<file path="src/rtl/regfile_read_mux.sv">
// 32-entry register file written through a one-hot word-enable vector,
// with two registered read ports and same-edge write forwarding.
module regfile_read_mux #(
  parameter int WIDTH    = 32,
  parameter bit ZERO_REG = 1'b1
) (
  input  logic             clk,
  input  logic             reset,
  input  logic [31:0]      wr_onehot,
  input  logic [WIDTH-1:0] wr_data,
  input  logic             rd_req,
  input  logic [4:0]       rd_addr_a,
  input  logic [4:0]       rd_addr_b,
  output logic [WIDTH-1:0] rd_data_a,
  output logic [WIDTH-1:0] rd_data_b,
  output logic             rd_valid,
  output logic             wr_err
);

  logic [WIDTH-1:0] r_mem [32];
  logic [WIDTH-1:0] r_rd_data_a;
  logic [WIDTH-1:0] r_rd_data_b;
  logic             r_rd_valid;
  logic             r_wr_err;

  logic             w_wr_none;
  logic             w_wr_single;
  logic             w_wr_multi;
  logic [4:0]       w_wr_idx;
  logic             w_wr_en;
  logic [WIDTH-1:0] w_rd_a;
  logic [WIDTH-1:0] w_rd_b;

  // A vector is single-hot when clearing its lowest set bit leaves nothing.
  assign w_wr_none   = (wr_onehot == 32'd0);
  assign w_wr_single = !w_wr_none && ((wr_onehot & (wr_onehot - 32'd1)) == 32'd0);
  assign w_wr_multi  = !w_wr_none && !w_wr_single;

  always_comb begin
    w_wr_idx = 5'd0;
    for (int i = 0; i < 32; i++) begin
      if (wr_onehot[i]) w_wr_idx = 5'(i);
    end
  end

  assign w_wr_en = w_wr_single && !(ZERO_REG && (w_wr_idx == 5'd0));

  // Forwarding only ever sees a committed single-hot write; the zero register wins last.
  always_comb begin
    w_rd_a = r_mem[rd_addr_a];
    if (w_wr_en && (w_wr_idx == rd_addr_a)) w_rd_a = wr_data;
    if (ZERO_REG && (rd_addr_a == 5'd0))    w_rd_a = '0;

    w_rd_b = r_mem[rd_addr_b];
    if (w_wr_en && (w_wr_idx == rd_addr_b)) w_rd_b = wr_data;
    if (ZERO_REG && (rd_addr_b == 5'd0))    w_rd_b = '0;
  end

  always_ff @(posedge clk or posedge reset) begin
    if (reset) begin
      for (int i = 0; i < 32; i++) r_mem[i] <= '0;
    end else if (w_wr_en) begin
      r_mem[w_wr_idx] <= wr_data;
    end
  end

  always_ff @(posedge clk or posedge reset) begin
    if (reset) begin
      r_rd_data_a <= '0;
      r_rd_data_b <= '0;
      r_rd_valid  <= 1'b0;
      r_wr_err    <= 1'b0;
    end else begin
      r_rd_valid <= rd_req;
      if (rd_req) begin
        r_rd_data_a <= w_rd_a;
        r_rd_data_b <= w_rd_b;
      end
      if (w_wr_multi) r_wr_err <= 1'b1;
    end
  end

  assign rd_data_a = r_rd_data_a;
  assign rd_data_b = r_rd_data_b;
  assign rd_valid  = r_rd_valid;
  assign wr_err    = r_wr_err;

endmodule

</file>
<file path="config.mk">
export PLATFORM = sky130hd
export DESIGN_NAME = regfile_read_mux
export DESIGN_NICKNAME = d
export VERILOG_FILES = /design/src/rtl/regfile_read_mux.sv
export SDC_FILE = /design/constraint.sdc
export NUM_CORES = 2
export LEC_CHECK = 0
export CELL_PAD_IN_SITES_DETAIL_PLACEMENT = 1
export CELL_PAD_IN_SITES_GLOBAL_PLACEMENT = 1
export CORE_MARGIN = 5
export CORE_UTILIZATION = 55
export DETAILED_ROUTE_END_ITERATION = 6
export MAX_ROUTING_LAYER = met4
export PLACE_DENSITY = 0.92
export RECOVER_POWER = 100
export SYNTH_ARGS = -nofsm -noshare
export SYNTH_HDL_FRONTEND = slang
export SYNTH_SLANG_ARGS = --single-unit
</file>
<file path="constraint.sdc">
create_clock -name clk -period 92.6 [get_ports clk]
set_input_delay 18.52 -clock clk [delete_from_list [all_inputs] [get_ports clk]]
set_output_delay 18.52 -clock clk [all_outputs]
set_load 0.02 [all_outputs]
</file>
Fig. 1: routing congestion map
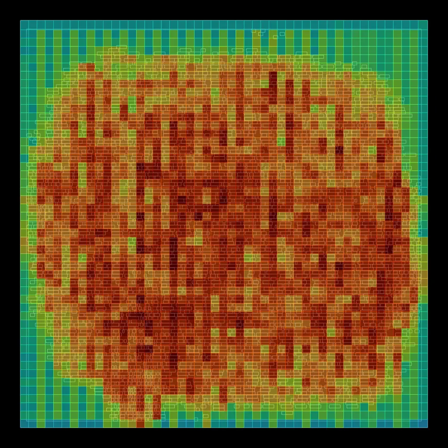
M2 GR Usage: 58.23%
met3 Use GR: 10.08%

Fig. 2: cell classes on the final placement
(1 px per micron) Fill, decap, tap and diode cells in grey.
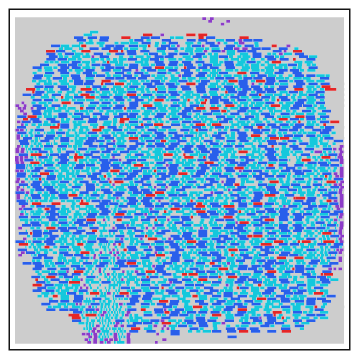
[blue] flip-flops | cells: 1090
[red] clock drivers and dummy loads | cells: 205
[purple] other buffers and delay cells | cells: 217
[cyan] all other logic | cells: 2158
Core Util, Final: 59.87%
core footprint: 107400 sq um
Site Rows: 120
sequential fraction of total cell area: 42.44%
Finished Cell Area: 64270 sq um

Fig. 3: metal 3
(1.5 px per micron)
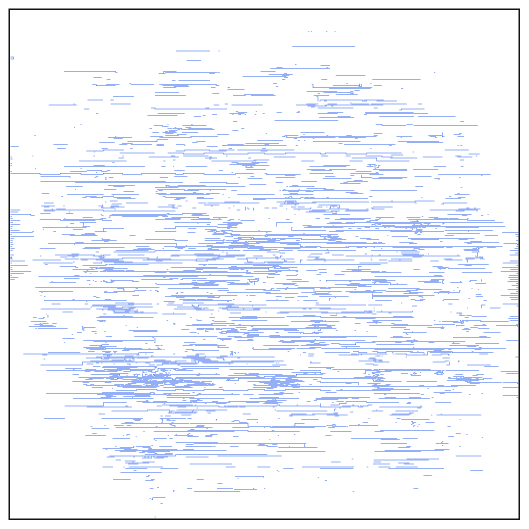
main direction: horizontal
longest straight run: 132 microns
total routed wirelength: 214900 microns
vias post-DR: 40.45k

==> flow_summary.json <==
{
  "num_io_pins": 143,
  "crit_family": "buffers and inverters",
  "clock_sinks": 1090,
  "final_max_slew_viol_count": 2442,
  "p_seq_share_pct": 46.6,
  "maxCapViolCount": 58,
  "comb_cells": 2087,
  "dieArea_sq_um": 115000,
  "cp-startpoint": "reset",
  "n_all_buffers": 217,
  "grtUsageTotal_pct": 38.39,
  "max_freq_ghz": 0.02788,
  "clkCellAreaFrac_pct": 5.893,
  "p_seq_w": 0.000476,
  "ys_async_sr_fraction_pct": 100.0,
  "yosys_warnings": 0,
  "finalCritPeriodShare_pct": 38.74,
  "n_antenna_cell": 7,
  "end_kind": "asynchronous set/reset pin",
  "comb_area_share_pct": 45.61,
  "insertion_delay_ps": 720,
  "clock-root-buffer": "clkbuf_16",
  "rsz0062_at_grt": "false",
  "fp_nets": 3780,
  "ys_area_sq_um": 59560,
  "yosys.area_share.adder_pct": 0,
  "crit_arrival_ps": 34360,
  "top_logic_kind": "multiplexers",
  "synth-xor-area-share_pct": 0.08823,
  "layout_top_cells": "dfrtp_1 (1090), mux2_2 (724), mux4_2 (640)",
  "status": "finished with violations",
  "ff_type": "dfrtp_1",
  "cts_made_buffers": 112,
  "p_int_w": 0.0007672,
  "grt-ovfl-total": 0,
  "layout_setup_ws_ps": 56730,
  "post_synth_num_cell_types": 58,
  "final_nets": 3656,
  "dp_hpwl_microns": 113200,
  "place_congestion": 0.8401,
  "rrSetupSlack_ps": 89740,
  "aoi_share_pct": 2.565,
  "whs_endpoint": "r_mem[1010]",
  "maxPowerGroup": "clock",
  "grt_max_degree": 182,
  "initCoreUtil_pct": 55.48,
  "tool_warnings": 36,
  "flop-count": 1090,
  "violations": "max-capacitance violations, max-slew violations",
  "max_stage_delay_ps": 6580,
  "cts_max_level": 3,
  "largest_cell_class": "combinational gates"
}
-- Yosys cell counts, types with 7 or more instances --
cell	n	area [sq um]
o21ai_0	10	50.05
clkbuf_1	295	1107
nand2b_1	7	43.79
o32ai_1	64	560.5
nand3_1	7	35.03
buf_6	9	101.4
nor2_1	25	93.84
mux2_1	47	529.3
buf_8	12	180.2
inv_1	71	266.5
nand4_1	8	50.05
nand2_1	14	52.55
nor3_2	15	150.1
mux2_4	150	2252
a21oi_1	13	65.06
buf_4	14	105.1
a41oi_1	64	560.5
nor3_1	16	80.08
buf_1	60	225.2
mux2_2	859	9673
buf_2	65	325.3
mux4_2	640	14410
nor4b_1	65	569.3
dfrtp_1	1090	27280
-- worst register-to-register path, cell delays in order, from the launching register on --
cell	delay [ps]
dfrtp_1	430
mux4_2	520
mux4_2	510
mux2_2	290
a41oi_1	600
o32ai_1	190
-- routing by layer --
metal | GRT usage (%) | vias to the layer above | share of wire [%]
met4 | 24.82 | 0 | 8.1
met1 | 45.90 | 21550 | 34
li1 | - | 14352 | -
met3 | 10.08 | 1218 | 11
met2 | 58.23 | 3328 | 47
met5 | - | - | 0
-- state kept, by name (all words and copies together) (netlist names) --
| register | count |
|---|---|
| r_mem | 1024 |
| rd_data_a | 32 |
| rd_data_b | 32 |
| rd_valid | 1 |
| wr_err | 1 |
-- cells by family after synthesis --
| kind of cell | count (synthesis) |
|---|---|
| multiplexers | 1696 |
| flip-flops | 1090 |
| buffers and inverters | 526 |
| AND/OR/NAND/NOR | 204 |
| AND-OR/OR-AND | 181 |
| XOR/XNOR | 6 |
